Design morse_blinker, sky130hd; sources not shown.
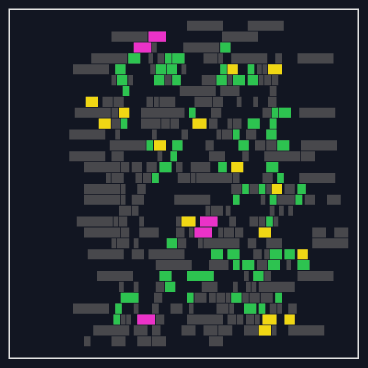
Fig. 1. Gate-type map (run 1).
(4 px per um)
inverting AOI/OAI gates: marked green, cells 62, most used o21ai_0. AND-OR and OR-AND gates: marked yellow, cells 15, most used a21o_1. adder and majority cells: marked magenta, cells 5, most used ha_1.
logic share of the area: 0.503
Final Instance Count excl. Fillers: 362
most frequent logic cell in the layout: dfrtp_1

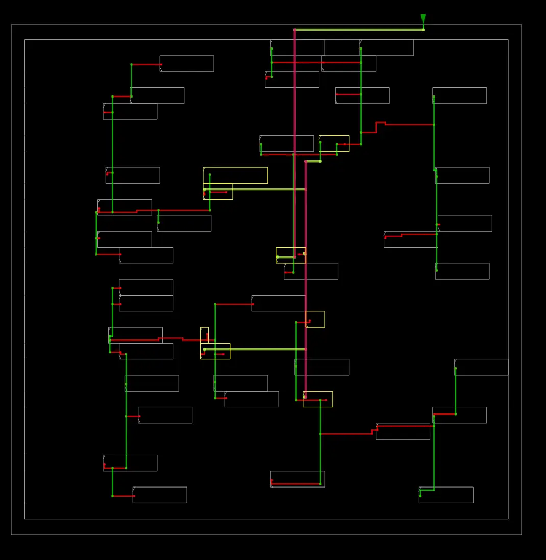
Fig. 2. The clock network (run 1).
cts bufs inserted: 5
flip-flops: 37
clock skew: 0.0130 ns

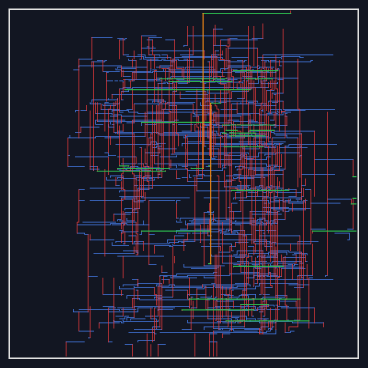
Fig. 3. Signal wires by layer (run 1).
(4 px per um)
met4: marked orange, wire length 78.9 um. met2: marked red, wire length 2,810 um. met1: marked blue, wire length 3,090 um. met3: marked green, wire length 336 um.
GRT Overall Usage: 0.175
via count: 2,161
wire per inst: 17.5 um
Routed WL: 6320 um

==> run_results.csv, run 1 <==
group,metric,value,unit
power,irDropWorstVdd,0.177,mV
grt,gr-usage-met3,0.0294,
critical_path,cpPeakStageDelay,0.65,ns
clock_network,cts_resized,0,
sta,relSlewSlack,0.413,
clock_network,cts_tree,"built",
synthesis,ys_ff,37,
critical_path,worstPathCellList,"inv_1, ha_1, or4b_2, or4_4, or4_4, or3_1, o211ai_2",
grt,grt_max_degree,38,
synthesis,synth.distinct_cells,58,
sta,period_used_share,0.721,
synthesis,syn-cell-area,2400,um^2
final_layout,seq_area,926,um^2
final_layout,largest_class,"logic gates",
critical_path,reg2reg_slack,1.12,ns
final_layout,layout-drive-gt1-share,0.0851,
power,sequentialPowerShare,0.457,
final_layout,utilization,0.403,
sta,fmax,0.344,GHz
final_layout,lay_top_cells,"dfrtp_1 (37), nor2_1 (21), nand2_1 (20)",
drt,drtAntennaViolNets,0,
placement,place_congestion,0.852,
min_path,hold_depth,1,
synthesis,synthTopCellsByArea,"dfrtp_1 (39%), nor2_1 (3.3%), nand2_1 (3.1%)",
power,leakage,1.05,nW
clock_network,ctsHoldBuffers,0,
power,p_comb,183,uW
synthesis,yosys_most_used_dff,"dfrtp_1",
synthesis,seq_area_frac_synth,0.385,
sta,setup_viol,0,
placement,hpwl,4420,um
critical_path,cp_max_fo,7,
clock_network,htree_levels,2,
sta,hold-worst-slack,0.516,ns
grt,gr-usage-met1,0.253,
grt,antenna_found_initial,0,
synthesis,synth.top_cell.area_share,0.385,
sta,drv_slew,0,
synthesis,simple_gate_area_frac,0.266,
power,p_int,653,uW
die,die_area,7550,um^2
synthesis,ys_top_logic_family,"simple AND/OR/NAND/NOR gates",
sta,rsz0062_at_grt,"false",
outcome,status,"complete, no violations",
grt,busiest_layer,"met2",
synthesis,ys_area,2400,um^2
final_layout,stdcell_area,2710,um^2
power,sw_frac_of_total,0.306,
die,core_area,6720,um^2
power,p_total,941,uW
final_layout,final-nonclk-buf-share,0.0573,
flow_run,warnings,26,
final_layout,logic_gate_count,206,
clock_network,path_clk_slew,0.07,ns
power,clk-power,328,uW
power,power.clock.fraction,0.349,
sta,setup_ws,1.12,ns
critical_path,worstPathArrival,3.12,ns
clock_network,postCtsSetupBuffers,0,
clock_network,clock_sinks,37,
final_layout,clk_share,0.0411,
die,fp_util,0.358,
final_layout,inv_count,14,
final_layout,antennaDiodeCount,0,
placement,place_ws,0.861,ns
drt,initialDrtViolationCount,173,
clock_network,clock_latency,0.30,ns
synthesis,yosys_cells,273,
final_layout,num-fill-cells,673,
sta,tightest_slew,0.880,ns
sta,tns,0,ns
sta,min_period,2.91,ns
die,num_tap_cells,80,
grt,grt_pass1_vias,2047,
synthesis,aoi_share,0.235,
synthesis,fa_ha_area_frac,0.0260,
critical_path,crit_required,4.25,ns
placement,placed_cells,354,
final_layout,largest_register_ffs,24,
power,power-top-group,"registers",
power,powerDensity,348,nW/um^2
flow_run,maxCapViolations,0,
placement,port_buffers,13,
critical_path,crit_cells,7,
placement,place_area,2590,um^2
critical_path,path_class,"reg2reg",
synthesis,ys_warn_count,0,
critical_path,crit_top_cell,"or4_4",
clock_network,clockBufferDepth,2,
grt,use_met2,0.262,
critical_path,setup.worst_path.end_class,"flip-flop",
critical_path,cpMaxStageDelayCell,"or4b_2",
critical_path,critical_path.top_delay_family,"simple AND/OR/NAND/NOR gates",
synthesis,ys_sh_mux,0,
synthesis,common_cells,"dfrtp_1 (37), nor2_1 (21), nand2_1 (20)",
synthesis,synth_top_cell_by_area,"dfrtp_1",
synthesis,avgSynthCellArea,8.81,um^2
grt,grt.overflow.total,0,
final_layout,mi_logic_area,1360,um^2
drt,drt_first_pass_iters,5,
clock_network,cts-root-buf,"clkbuf_8",
die,dieWidth,86.9,um
synthesis,xor_share,0.0364,
min_path,hold_path_class,"reg2reg",
final_layout,signal_buffers,17,
die,rows,30,
critical_path,worst-path-buf-inv,1,
power,powerSeq,430,uW
Fig. 4: run 1, sequential cells colored by netlist name
(3 px per um) Other sequential cells in the stronger gray, the rest of the logic in the fainter gray.
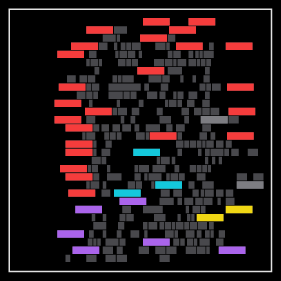

==> inputs of run 2 (changes only) <==
--- a/config.mk
+++ b/config.mk
@@ -9,7 +9,7 @@
 export CORE_MARGIN = 2
 export CORE_UTILIZATION = 35
 export DETAILED_ROUTE_END_ITERATION = 16
-export PLACE_DENSITY = 0.55
+export PLACE_DENSITY = 0.56
 export REMOVE_ABC_BUFFERS = 1
 export SYNTH_ARGS = -nofsm -noshare
 export SYNTH_HDL_FRONTEND = slang
==> constraint.sdc (replaced) <==
create_clock -name clk -period 2.6 [get_ports clk]
set_input_delay 0.52 -clock clk [delete_from_list [all_inputs] [get_ports clk]]
set_output_delay 0.52 -clock clk [all_outputs]
set_load 0.03 [all_outputs]
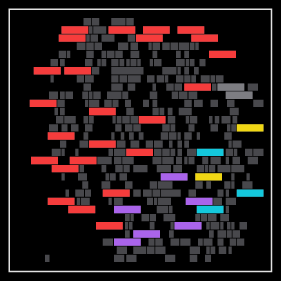
Fig. 5. Sequential cells colored by netlist name (run 2).
(3 px per um) Other sequential cells in the stronger gray, the rest of the logic in the fainter gray.
r_units: marked cyan, placed flops 3. sym_idx: marked purple, placed flops 6, where south. r_cnt: marked red, placed flops 24. r_state: marked yellow, placed flops 2.
P_seq: 652 uW
Sequential Area: 926 um^2
final core utilization: 0.455
sequential share of cell area: 0.303

==> run 2 against run 1 <==
Net effect:
- routed wire length rose by 7.6%
- sequential cell count unchanged
- clock power is 61% higher
- critical path depth shrank 2
- clock-buffer cell count grew 1
- worst setup slack lost 1.1 ns
- sequential share of layout area is 3.9 points lower
- synthesized cell count did not move
- clock skew is 0.0045 ns lower
- hold slack got worse by 0.17 ns
- utilization grew 5.2 points
- critical endpoint unchanged
==> run_results.csv, run 2 <==
group,metric,value,unit
power,p_comb,396,uW
synthesis,yosys_most_used_dff,"dfrtp_1",
final_layout,largest_class,"logic gates",
synthesis,ys_ff,37,
power,comb_power_share,0.251,
synthesis,ys_top_logic_family,"simple AND/OR/NAND/NOR gates",
power,p_int,1.12,mW
die,dieWidth,86.9,um
critical_path,crit_cells,5,
placement,place_congestion,0.846,
drt,vias,2366,
final_layout,stdcell_area,3060,um^2
critical_path,reg2reg_slack,0.03,ns
power,sequentialPowerShare,0.413,
power,irDropWorstVdd,0.249,mV
sta,relSlewSlack,0.409,
power,clk-power,529,uW
critical_path,worst-path-buf-inv,0,
final_layout,instances_no_fill,405,
sta,fmax,0.389,GHz
grt,busiest_layer,"met2",
sta,clock_skew,0.00852,ns
drt,initialDrtViolationCount,136,
synthesis,seq_area_frac_synth,0.385,
power,switching_power,460,uW
sta,hold_viol_final,0,
drt,routed.top_layer,"met4",
final_layout,logic_gate_count,206,
final_layout,syn2layout_area_growth,27.1,%
critical_path,ff2ff_path_depth,5,
sta,tightest_slew,0.886,ns
sta,setup_viol,0,
final_layout,clk_share,0.0381,
clock_network,ctsHoldBuffers,0,
power,leakage,1.27,nW
sta,setup_ws,0.0312,ns
final_layout,antennaDiodeCount,0,
grt,use_met2,0.287,
critical_path,crit_top_cell,"or4_4",
sta,drv_slew,0,
critical_path,cpPeakStageDelay,0.59,ns
synthesis,synth.top_cell.area_share,0.385,
drt,drtAntennaViolNets,0,
die,die_area,7550,um^2
final_layout,num-fill-cells,653,
grt,grt_pass1_wl,11300,um
synthesis,async_reset_ff_frac,1.00,
critical_path,crit_path_start_kind,"flip-flop",
grt,gr-usage-met1,0.269,
critical_path,path_class,"reg2reg",
critical_path,critical_path.top_delay_family,"simple AND/OR/NAND/NOR gates",
placement,place_area,2890,um^2
power,p_total,1.58,mW
drt,drt-vias-per-instance,5.84,
clock_network,postCtsSetupBuffers,0,
final_layout,comb_area_frac,0.453,
synthesis,xor_share,0.0364,
critical_path,setup.worst_path.end_class,"flip-flop",
die,fp.dieH,86.9,um
final_layout,final-nonclk-buf-share,0.156,
clock_network,cts-root-buf,"clkbuf_8",
grt,gr-usage-met3,0.0351,
sta,hold-worst-slack,0.347,ns
power,powerDensity,516,nW/um^2
synthesis,synth_top_cell_by_area,"dfrtp_1",
clock_network,path_clk_slew,0.08,ns
outcome,status,"complete, no violations",
final_layout,fin_nets,334,
die,rows,30,
synthesis,synth.distinct_cells,58,
die,pin_count,14,
final_layout,signal_buffers,60,
grt,antenna_found_initial,0,
synthesis,aoi_share,0.235,
drt,drt-met1-wl,3300,um
synthesis,ys_sh_mux,0,
synthesis,fa_ha_area_frac,0.0260,
die,core_area,6720,um^2
final_layout,lay_top_count,"buf_4",
sta,tns,0,ns
placement,hpwl,5010,um
clock_network,clockBufferDepth,2,
power,power.clock.fraction,0.335,
placement,port_buffers,13,
min_path,hold_path_class,"in2async",
final_layout,largest_register_ffs,24,
synthesis,synthTopCellsByArea,"dfrtp_1 (39%), nor2_1 (3.3%), nand2_1 (3.1%)",
synthesis,yosys_cells,273,
die,num_tap_cells,80,
placement,placed_cells,393,
sta,min_period,2.57,ns
grt,grt.overflow.total,0,
final_layout,seq_cell_count,37,
sta,period_used_share,0.988,
synthesis,most_common_cell,"dfrtp_1",
final_layout,layout-drive-gt1-share,0.228,
clock_network,clock_sinks,37,
placement,place_ws,-0.125,ns
power,power-top-group,"registers",
grt,grt_max_degree,38,
critical_path,worstPathCellList,"or4_4, or4_4, or4_4, or3_4, o211ai_2",
drt,wl,6800,um
grt,grt_pass1_vias,2275,
critical_path,crit_required,2.82,ns
clock_network,cts_resized,1,
sta,rsz0062_at_grt,"true",
clock_network,cts_tree,"built",
die,fp_util,0.358,
critical_path,cpMaxStageDelayCell,"or4_4",
final_layout,lay_top_cells,"buf_4 (47), dfrtp_1 (37), nor2_1 (20), nand2_1 (20), nor3_1 (14)",
synthesis,ys_warn_count,0,
flow_run,warnings,27,
critical_path,cp_max_fo,5,
synthesis,common_cells,"dfrtp_1 (37), nor2_1 (21), nand2_1 (20)",
clock_network,numCtsBuffers,5,
synthesis,syn-cell-area,2400,um^2
clock_network,clock_latency,0.29,ns
clock_network,htree_levels,2,
drt,drt_first_pass_iters,4,
final_layout,inv_count,14,
synthesis,simple_gate_area_frac,0.266,
power,sw_frac_of_total,0.291,
final_layout,mi_logic_area,1380,um^2
synthesis,avgSynthCellArea,8.81,um^2
flow_run,maxCapViolations,0,
critical_path,worstPathArrival,2.78,ns
synthesis,ys_area,2400,um^2
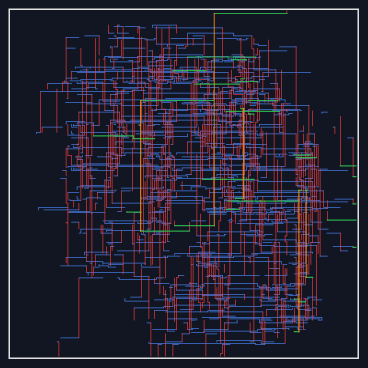
Fig. 6. Signal wires by layer (run 2).
(4 px per um)
met2: marked red, wire length 3,120 um. met3: marked green, wire length 212 um. met4: marked orange, wire length 165 um. met1: marked blue, wire length 3,300 um.
GRT Overall Usage: 0.192
wire per inst: 16.8 um

Power and IR drop assume default switching activity.
